==> src/rtl/fft_stream_framer_if.sv <==
// fft_stream_framer_if: bundles every non-clock/reset signal of fft_stream_framer.
//   slave  modport: the framer's view (ADC/cfg/FFT-source inputs; FFT-sink/power outputs).
//   master modport: the environment's view (the opposite directions).
//   Groups: framing control (enable, cfg_log2_pts, cfg_inverse, ovf_clear),
//           ADC stream (in_sample, in_valid),
//           FFT sink (sink_*, fftpts, inverse),
//           FFT source (source_*),
//           power result (power, power_valid/first/last, bin_index),
//           status (overflow, frame_count).
interface fft_stream_framer_if #(
   parameter int DATA_W       = 12,
   parameter int OUT_W        = 18,
   parameter int MAX_LOG2_PTS = 10
);
   logic                      enable;
   logic [3:0]                cfg_log2_pts;
   logic                      cfg_inverse;
   logic signed [DATA_W-1:0]  in_sample;
   logic                      in_valid;
   logic                      ovf_clear;
   logic                      sink_valid;
   logic                      sink_sop;
   logic                      sink_eop;
   logic                      sink_ready;
   logic [DATA_W-1:0]         sink_real;
   logic [DATA_W-1:0]         sink_imag;
   logic [1:0]                sink_error;
   logic [MAX_LOG2_PTS:0]     fftpts;
   logic                      inverse;
   logic                      source_valid;
   logic                      source_sop;
   logic                      source_eop;
   logic signed [OUT_W-1:0]   source_real;
   logic signed [OUT_W-1:0]   source_imag;
   logic [2*OUT_W:0]          power;
   logic                      power_valid;
   logic                      power_first;
   logic                      power_last;
   logic [MAX_LOG2_PTS-1:0]   bin_index;
   logic                      overflow;
   logic [15:0]               frame_count;

   modport slave (
      input  enable, cfg_log2_pts, cfg_inverse, in_sample, in_valid, ovf_clear, sink_ready,
             source_valid, source_sop, source_eop, source_real, source_imag,
      output sink_valid, sink_sop, sink_eop, sink_real, sink_imag, sink_error, fftpts, inverse,
             power, power_valid, power_first, power_last, bin_index, overflow, frame_count
   );

   modport master (
      output enable, cfg_log2_pts, cfg_inverse, in_sample, in_valid, ovf_clear, sink_ready,
             source_valid, source_sop, source_eop, source_real, source_imag,
      input  sink_valid, sink_sop, sink_eop, sink_real, sink_imag, sink_error, fftpts, inverse,
             power, power_valid, power_first, power_last, bin_index, overflow, frame_count
   );
endinterface

==> src/rtl/fft_stream_framer.sv <==
// fft_stream_framer: buffers an ADC sample stream in a FWFT FIFO, frames it into Avalon-ST
// packets of runtime-selectable length for the FFT sink (full sink_ready backpressure), and
// turns the FFT source stream into per-bin power (re^2 + im^2) with a bin index.
// Ports:
//   clk      - system clock, rising edge
//   reset_n  - asynchronous active-low reset
//   bus      - fft_stream_framer_if.slave (control, ADC stream, FFT sink/source, power, status)
module fft_stream_framer #(
   parameter int DATA_W       = 12,
   parameter int OUT_W        = 18,
   parameter int MAX_LOG2_PTS = 10,
   parameter int FIFO_DEPTH   = 16
) (
   input logic                 clk,
   input logic                 reset_n,
   fft_stream_framer_if.slave  bus
);
   localparam int AW = $clog2(FIFO_DEPTH);
   localparam int PW = MAX_LOG2_PTS + 1;
   localparam int SW = 2 * OUT_W;

   typedef enum logic {StIdle, StStream} state_e;

   // ---------------- input FIFO ----------------
   logic [DATA_W-1:0]       r_mem [FIFO_DEPTH];
   logic [AW:0]             r_wptr, r_wptr_vis, r_rptr;
   logic [AW:0]             w_count, w_vis_count;
   logic                    w_full, w_vis_empty, w_push, w_pop, w_sink_valid;
   logic                    r_ovf;

   // Read side sees writes one cycle late so a sample written at edge k is first presented
   // after edge k+1; the full check uses the true write pointer.
   assign w_count     = r_wptr - r_rptr;
   assign w_vis_count = r_wptr_vis - r_rptr;
   assign w_full      = (w_count == (AW + 1)'(FIFO_DEPTH));
   assign w_vis_empty = (w_vis_count == '0);
   assign w_pop       = w_sink_valid && bus.sink_ready;
   // A pop in the same cycle frees the slot, so a write into a full FIFO is still accepted.
   assign w_push      = bus.in_valid && (!w_full || w_pop);

   always_ff @(posedge clk) begin
      if (w_push) r_mem[r_wptr[AW-1:0]] <= bus.in_sample;
   end

   always_ff @(posedge clk or negedge reset_n) begin
      if (!reset_n) begin
         r_wptr     <= '0;
         r_wptr_vis <= '0;
         r_rptr     <= '0;
         r_ovf      <= 1'b0;
      end else begin
         if (w_push) r_wptr <= r_wptr + 1'b1;
         if (w_pop)  r_rptr <= r_rptr + 1'b1;
         r_wptr_vis <= r_wptr;
         // Set wins over clear.
         if (bus.in_valid && !w_push) r_ovf <= 1'b1;
         else if (bus.ovf_clear)      r_ovf <= 1'b0;
      end
   end

   // ---------------- framer FSM ----------------
   state_e                  r_state, w_state_d;
   logic [MAX_LOG2_PTS-1:0] r_beat, w_beat_d;
   logic [PW-1:0]           r_fftpts, w_fftpts_d, w_start_pts;
   logic                    r_inverse, w_inverse_d;
   logic [15:0]             r_frame_cnt, w_frame_cnt_d;
   logic [3:0]              w_log2;
   logic                    w_last;

   always_comb begin
      w_log2 = bus.cfg_log2_pts;
      if (bus.cfg_log2_pts < 4'd3)                      w_log2 = 4'd3;
      else if (bus.cfg_log2_pts > 4'(MAX_LOG2_PTS))     w_log2 = 4'(MAX_LOG2_PTS);
   end

   assign w_start_pts  = PW'(1) << w_log2;
   assign w_last       = ({1'b0, r_beat} == (r_fftpts - 1'b1));
   assign w_sink_valid = (r_state == StStream) && !w_vis_empty;

   always_comb begin
      w_state_d     = r_state;
      w_beat_d      = r_beat;
      w_fftpts_d    = r_fftpts;
      w_inverse_d   = r_inverse;
      w_frame_cnt_d = r_frame_cnt;
      case (r_state)
         StIdle: begin
            if (bus.enable && !w_vis_empty) begin
               w_fftpts_d  = w_start_pts;
               w_inverse_d = bus.cfg_inverse;
               w_beat_d    = '0;
               w_state_d   = StStream;
            end
         end
         StStream: begin
            if (w_pop) begin
               if (w_last) begin
                  w_frame_cnt_d = r_frame_cnt + 16'd1;
                  w_beat_d      = '0;
                  // Back-to-back restart only if a sample remains visible after this pop.
                  if (bus.enable && (w_vis_count > (AW + 1)'(1))) begin
                     w_fftpts_d  = w_start_pts;
                     w_inverse_d = bus.cfg_inverse;
                  end else begin
                     w_state_d = StIdle;
                  end
               end else begin
                  w_beat_d = r_beat + 1'b1;
               end
            end
         end
         default: w_state_d = StIdle;
      endcase
   end

   always_ff @(posedge clk or negedge reset_n) begin
      if (!reset_n) begin
         r_state     <= StIdle;
         r_beat      <= '0;
         r_fftpts    <= '0;
         r_inverse   <= 1'b0;
         r_frame_cnt <= '0;
      end else begin
         r_state     <= w_state_d;
         r_beat      <= w_beat_d;
         r_fftpts    <= w_fftpts_d;
         r_inverse   <= w_inverse_d;
         r_frame_cnt <= w_frame_cnt_d;
      end
   end

   assign bus.sink_valid  = w_sink_valid;
   assign bus.sink_sop    = w_sink_valid && (r_beat == '0);
   assign bus.sink_eop    = w_sink_valid && w_last;
   assign bus.sink_real   = w_sink_valid ? r_mem[r_rptr[AW-1:0]] : '0;
   assign bus.sink_imag   = '0;
   assign bus.sink_error  = 2'b00;
   assign bus.fftpts      = r_fftpts;
   assign bus.inverse     = r_inverse;
   assign bus.overflow    = r_ovf;
   assign bus.frame_count = r_frame_cnt;

   // ---------------- power path ----------------
   logic signed [SW-1:0]    w_re_ext, w_im_ext;
   logic [SW-1:0]           r_re_sq, r_im_sq;
   logic                    r_v1, r_sop1, r_eop1;
   logic [MAX_LOG2_PTS-1:0] r_bin1, r_bin_next, r_bin_index;
   logic [SW:0]             r_power;
   logic                    r_pvalid, r_pfirst, r_plast;

   assign w_re_ext = SW'(bus.source_real);
   assign w_im_ext = SW'(bus.source_imag);

   always_ff @(posedge clk or negedge reset_n) begin
      if (!reset_n) begin
         r_re_sq     <= '0;
         r_im_sq     <= '0;
         r_v1        <= 1'b0;
         r_sop1      <= 1'b0;
         r_eop1      <= 1'b0;
         r_bin1      <= '0;
         r_bin_next  <= '0;
         r_power     <= '0;
         r_pvalid    <= 1'b0;
         r_pfirst    <= 1'b0;
         r_plast     <= 1'b0;
         r_bin_index <= '0;
      end else begin
         r_v1   <= bus.source_valid;
         r_sop1 <= bus.source_valid && bus.source_sop;
         r_eop1 <= bus.source_valid && bus.source_eop;
         if (bus.source_valid) begin
            r_re_sq    <= w_re_ext * w_re_ext;
            r_im_sq    <= w_im_ext * w_im_ext;
            r_bin1     <= bus.source_sop ? '0 : r_bin_next;
            r_bin_next <= bus.source_sop ? MAX_LOG2_PTS'(1) : r_bin_next + 1'b1;
         end
         r_pvalid <= r_v1;
         r_pfirst <= r_sop1;
         r_plast  <= r_eop1;
         if (r_v1) begin
            r_power     <= {1'b0, r_re_sq} + {1'b0, r_im_sq};
            r_bin_index <= r_bin1;
         end
      end
   end

   assign bus.power       = r_power;
   assign bus.power_valid = r_pvalid;
   assign bus.power_first = r_pfirst;
   assign bus.power_last  = r_plast;
   assign bus.bin_index   = r_bin_index;
endmodule
==> src/flat_wrapper.sv <==
// flat-port wrapper written by rule: the top's interface ports become plain ports
module fft_stream_framer_flat 
#(
   parameter int DATA_W       = 12,
   parameter int OUT_W        = 18,
   parameter int MAX_LOG2_PTS = 10,
   parameter int FIFO_DEPTH   = 16
)
  (clk, reset_n, bus_enable, bus_cfg_log2_pts, bus_cfg_inverse, bus_in_sample, bus_in_valid, bus_ovf_clear, bus_sink_ready, bus_source_valid, bus_source_sop, bus_source_eop, bus_source_real, bus_source_imag, bus_sink_valid, bus_sink_sop, bus_sink_eop, bus_sink_real, bus_sink_imag, bus_sink_error, bus_fftpts, bus_inverse, bus_power, bus_power_valid, bus_power_first, bus_power_last, bus_bin_index, bus_overflow, bus_frame_count);
  fft_stream_framer_if #(.DATA_W(DATA_W), .OUT_W(OUT_W), .MAX_LOG2_PTS(MAX_LOG2_PTS)) bus_i ();
  input logic clk;
  input logic reset_n;
  input wire logic [$bits(bus_i.enable)-1:0] bus_enable;
  input wire logic [$bits(bus_i.cfg_log2_pts)-1:0] bus_cfg_log2_pts;
  input wire logic [$bits(bus_i.cfg_inverse)-1:0] bus_cfg_inverse;
  input wire logic [$bits(bus_i.in_sample)-1:0] bus_in_sample;
  input wire logic [$bits(bus_i.in_valid)-1:0] bus_in_valid;
  input wire logic [$bits(bus_i.ovf_clear)-1:0] bus_ovf_clear;
  input wire logic [$bits(bus_i.sink_ready)-1:0] bus_sink_ready;
  input wire logic [$bits(bus_i.source_valid)-1:0] bus_source_valid;
  input wire logic [$bits(bus_i.source_sop)-1:0] bus_source_sop;
  input wire logic [$bits(bus_i.source_eop)-1:0] bus_source_eop;
  input wire logic [$bits(bus_i.source_real)-1:0] bus_source_real;
  input wire logic [$bits(bus_i.source_imag)-1:0] bus_source_imag;
  output wire logic [$bits(bus_i.sink_valid)-1:0] bus_sink_valid;
  output wire logic [$bits(bus_i.sink_sop)-1:0] bus_sink_sop;
  output wire logic [$bits(bus_i.sink_eop)-1:0] bus_sink_eop;
  output wire logic [$bits(bus_i.sink_real)-1:0] bus_sink_real;
  output wire logic [$bits(bus_i.sink_imag)-1:0] bus_sink_imag;
  output wire logic [$bits(bus_i.sink_error)-1:0] bus_sink_error;
  output wire logic [$bits(bus_i.fftpts)-1:0] bus_fftpts;
  output wire logic [$bits(bus_i.inverse)-1:0] bus_inverse;
  output wire logic [$bits(bus_i.power)-1:0] bus_power;
  output wire logic [$bits(bus_i.power_valid)-1:0] bus_power_valid;
  output wire logic [$bits(bus_i.power_first)-1:0] bus_power_first;
  output wire logic [$bits(bus_i.power_last)-1:0] bus_power_last;
  output wire logic [$bits(bus_i.bin_index)-1:0] bus_bin_index;
  output wire logic [$bits(bus_i.overflow)-1:0] bus_overflow;
  output wire logic [$bits(bus_i.frame_count)-1:0] bus_frame_count;
  assign bus_i.enable = bus_enable;
  assign bus_i.cfg_log2_pts = bus_cfg_log2_pts;
  assign bus_i.cfg_inverse = bus_cfg_inverse;
  assign bus_i.in_sample = bus_in_sample;
  assign bus_i.in_valid = bus_in_valid;
  assign bus_i.ovf_clear = bus_ovf_clear;
  assign bus_i.sink_ready = bus_sink_ready;
  assign bus_i.source_valid = bus_source_valid;
  assign bus_i.source_sop = bus_source_sop;
  assign bus_i.source_eop = bus_source_eop;
  assign bus_i.source_real = bus_source_real;
  assign bus_i.source_imag = bus_source_imag;
  assign bus_sink_valid = bus_i.sink_valid;
  assign bus_sink_sop = bus_i.sink_sop;
  assign bus_sink_eop = bus_i.sink_eop;
  assign bus_sink_real = bus_i.sink_real;
  assign bus_sink_imag = bus_i.sink_imag;
  assign bus_sink_error = bus_i.sink_error;
  assign bus_fftpts = bus_i.fftpts;
  assign bus_inverse = bus_i.inverse;
  assign bus_power = bus_i.power;
  assign bus_power_valid = bus_i.power_valid;
  assign bus_power_first = bus_i.power_first;
  assign bus_power_last = bus_i.power_last;
  assign bus_bin_index = bus_i.bin_index;
  assign bus_overflow = bus_i.overflow;
  assign bus_frame_count = bus_i.frame_count;
  fft_stream_framer #(.DATA_W(DATA_W), .OUT_W(OUT_W), .MAX_LOG2_PTS(MAX_LOG2_PTS), .FIFO_DEPTH(FIFO_DEPTH)) u_core (.clk(clk), .reset_n(reset_n), .bus(bus_i));
endmodule
==> config.mk <==
export PLATFORM = sky130hd
export DESIGN_NAME = fft_stream_framer_flat
export DESIGN_NICKNAME = d
export VERILOG_FILES = /design/src/rtl/fft_stream_framer_if.sv /design/src/rtl/fft_stream_framer.sv /design/src/flat_wrapper.sv
export SDC_FILE = /design/constraint.sdc
export NUM_CORES = 2
export LEC_CHECK = 0
export CAP_MARGIN = 20
export CORE_ASPECT_RATIO = 0.6
export CORE_MARGIN = 1
export CORE_UTILIZATION = 23
export CTS_CLUSTER_SIZE = 40
export DETAILED_ROUTE_END_ITERATION = 8
export PLACE_DENSITY = 0.34
export SETUP_SLACK_MARGIN = 0.1
export SYNTH_ARGS = -nofsm -noshare
export SYNTH_HDL_FRONTEND = slang
export SYNTH_SLANG_ARGS = --single-unit
==> constraint.sdc <==
create_clock -name clk -period 8.1 [get_ports clk]
set_clock_uncertainty 0.2 [all_clocks]
set_input_delay 1.62 -clock clk [delete_from_list [all_inputs] [get_ports clk]]
set_output_delay 1.62 -clock clk [all_outputs]
set_load 0.1 [all_outputs]
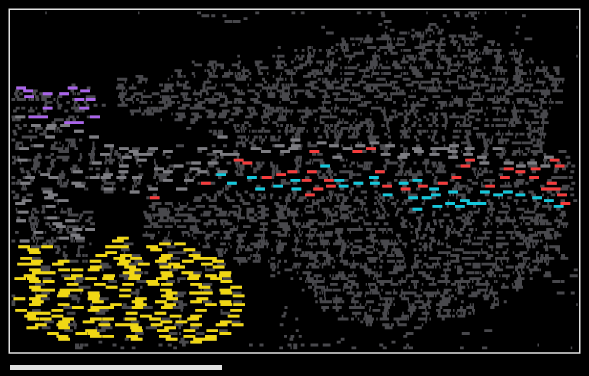
(sequential cells colored by netlist name)
Bar = 200 µm.
[yellow] u_core.r_mem | sequential cells: 192 | where: south-west
[red] u_core.bus.power | sequential cells: 37
[cyan] u_core.r_im_sq | sequential cells: 35
[purple] u_core.bus.frame_count | sequential cells: 16 | where: north-west

==> results_slide.txt <==
Implementation Results

Outcome
  • Run status: finished, violations left
  • Violated checks: design-rule violations

Synth
  • Library cell occupying the most area in the post-synthesis netlist: sky130_fd_sc_hd__fa_1
  • Register share after synthesis: 27.26%
  • Synth Flop Type: sky130_fd_sc_hd__dfrtp_1
  • Mapped Area: 39320 µm²
  • Post-synthesis instance total: 3629
  • Count of instantiated cells in the yosys netlist: roughly 3600
  • Post-synth area from yosys stat: 39320 µm²
  • Flip-flops with a built-in enable: roughly 190
  • Portion of synthesized cell area occupied by the leading cell type: between 20% and 30%
  • Share of async-settable or async-resettable flops after synthesis: 50.77%
  • Most area-consuming cells after synthesis: sky130_fd_sc_hd__fa_1, sky130_fd_sc_hd__edfxtp_1, sky130_fd_sc_hd__dfrtp_1, sky130_fd_sc_hd__ha_1, sky130_fd_sc_hd__inv_1
  • Post-Synth Simple-Gate Area: 9.628%
  • Mean post-synth cell area: between 10 and 15 µm²
  • Synth Register Bits: 390
  • Synth warn: 0
  • Commonest cells in the netlist: sky130_fd_sc_hd__inv_1, sky130_fd_sc_hd__fa_1, sky130_fd_sc_hd__nand2_1

Routing
  • Amount of wire on met3 after detailed routing: 4.439 mm
  • Residual DRC count: 4
  • Topmost layer with routed signal wires: met5
  • DRT iter0 DRCs: 1232
  • Avg Vias per Cell: 4.051

Critical path
  • Class of the most critical setup path: in -> reg
  • Worst EP required: 8410 ps
  • Most common cell type on the critical path: sky130_fd_sc_hd__fa_1
  • Element type at the critical path end: flop
  • Slowest CP cell: sky130_fd_sc_hd__fa_1
  • Reg-to-reg startpoint: u_core.r_rptr[0]
  • Bufs and invs on worst path: 8
  • Critical path startpoint: bus_source_real[4]

Clocking
  • Number of sinks driven by the clock tree: 390
  • Latest clock arrival within the worst-skew pair: 630 ps
  • Clk slew on worst S/H paths: 60 ps
  • Clock tree from TritonCTS: built
  • Number of levels in the clock H-tree: 2

Placed design
  • Area after detailed placement: 46690 µm²
  • Hpwl dp: ~90 mm

STA
  • Measured slew at the worst slew-check pin: roughly 1100 ps
  • Final max-slew violation count: 0
  • Count of endpoints failing hold in the final timing report: 0
  • Final setup vio count: 0
  • Achievable clock frequency: 129.1 MHz
  • Max_slew headroom: 24.64%
  • RSZ-0062 raised after global routing: yes

Layout
  • Layout overhead on the synthesized area: 22.71%
  • Post-Layout Inst Area: 48250 µm²
  • Plain + repair buffers: 592
  • Fill cell total of the finished layout: 17780
  • Logic Gate Count: 2276
  • Buffer share of cell area: 10.63%
  • Gate Area: 24990 µm²
  • Clock buf/inv share: just under 3%
  • Share of cell area taken by multi-input logic gates: roughly 52%

Global routing
  • Wire length of the first global-routing pass: 172.6 mm
  • All-layer global routing usage: 13.04%
  • Initial antenna violation count: 5
  • Maximum number of pins on one net before global-route repair: roughly 120
  • Most heavily used metal layer in global routing: met1
  • Residual overflow from global routing: 0

Floorplan
  • Die x size: about 540 µm
  • Overall die height: 322.3 µm
  • Number of top-level pins: 170
  • Die footprint: 172700 µm²

Job
  • Number of violations of the max-capacitance limit: 0
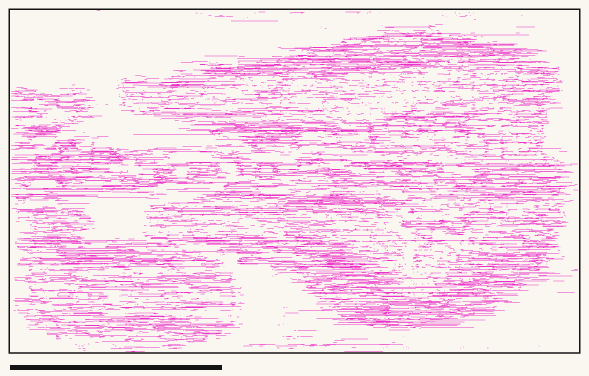
(signal wires on met1)
Bar = 200 µm.
main direction: horizontal
share of all routed wire: 55%
wire length on this layer: 60.5 mm
nets with wire on the layer: 4723
longest straight run: 161 µm

==> path summary, 6_finish.rpt <==
kind                            cells past startpoint                          to  slack, ps
worst min register to register                      0       u_core.bus.power_last        150
worst max-delay path                               25          u_core.r_re_sq[31]        350
min in group asynchronous                           1  u_core.bus.frame_count[15]        790
worst min-delay path                                0       u_core.bus.power_last        150
max in group asynchronous                           2         u_core.bus.power[7]       5650
worst max register to register                     12          u_core.r_mem[2][0]       3230
==> per-stage QoR <==
stage               instances  setup slack, ps  hold WS, ps  setup TNS, ps  util [%]
global placement         6355           -518.4        134.7          -5825     27.52
finish                   6442            352.4        151.2              0     28.44
CTS                      6432            135.6        153.3              0     28.36
detailed placement       6355           -662.4        137.9          -6104     27.52
global route             6440            80.80        155.8              0     28.44
floorplan                3642            168.9        131.2              0         -
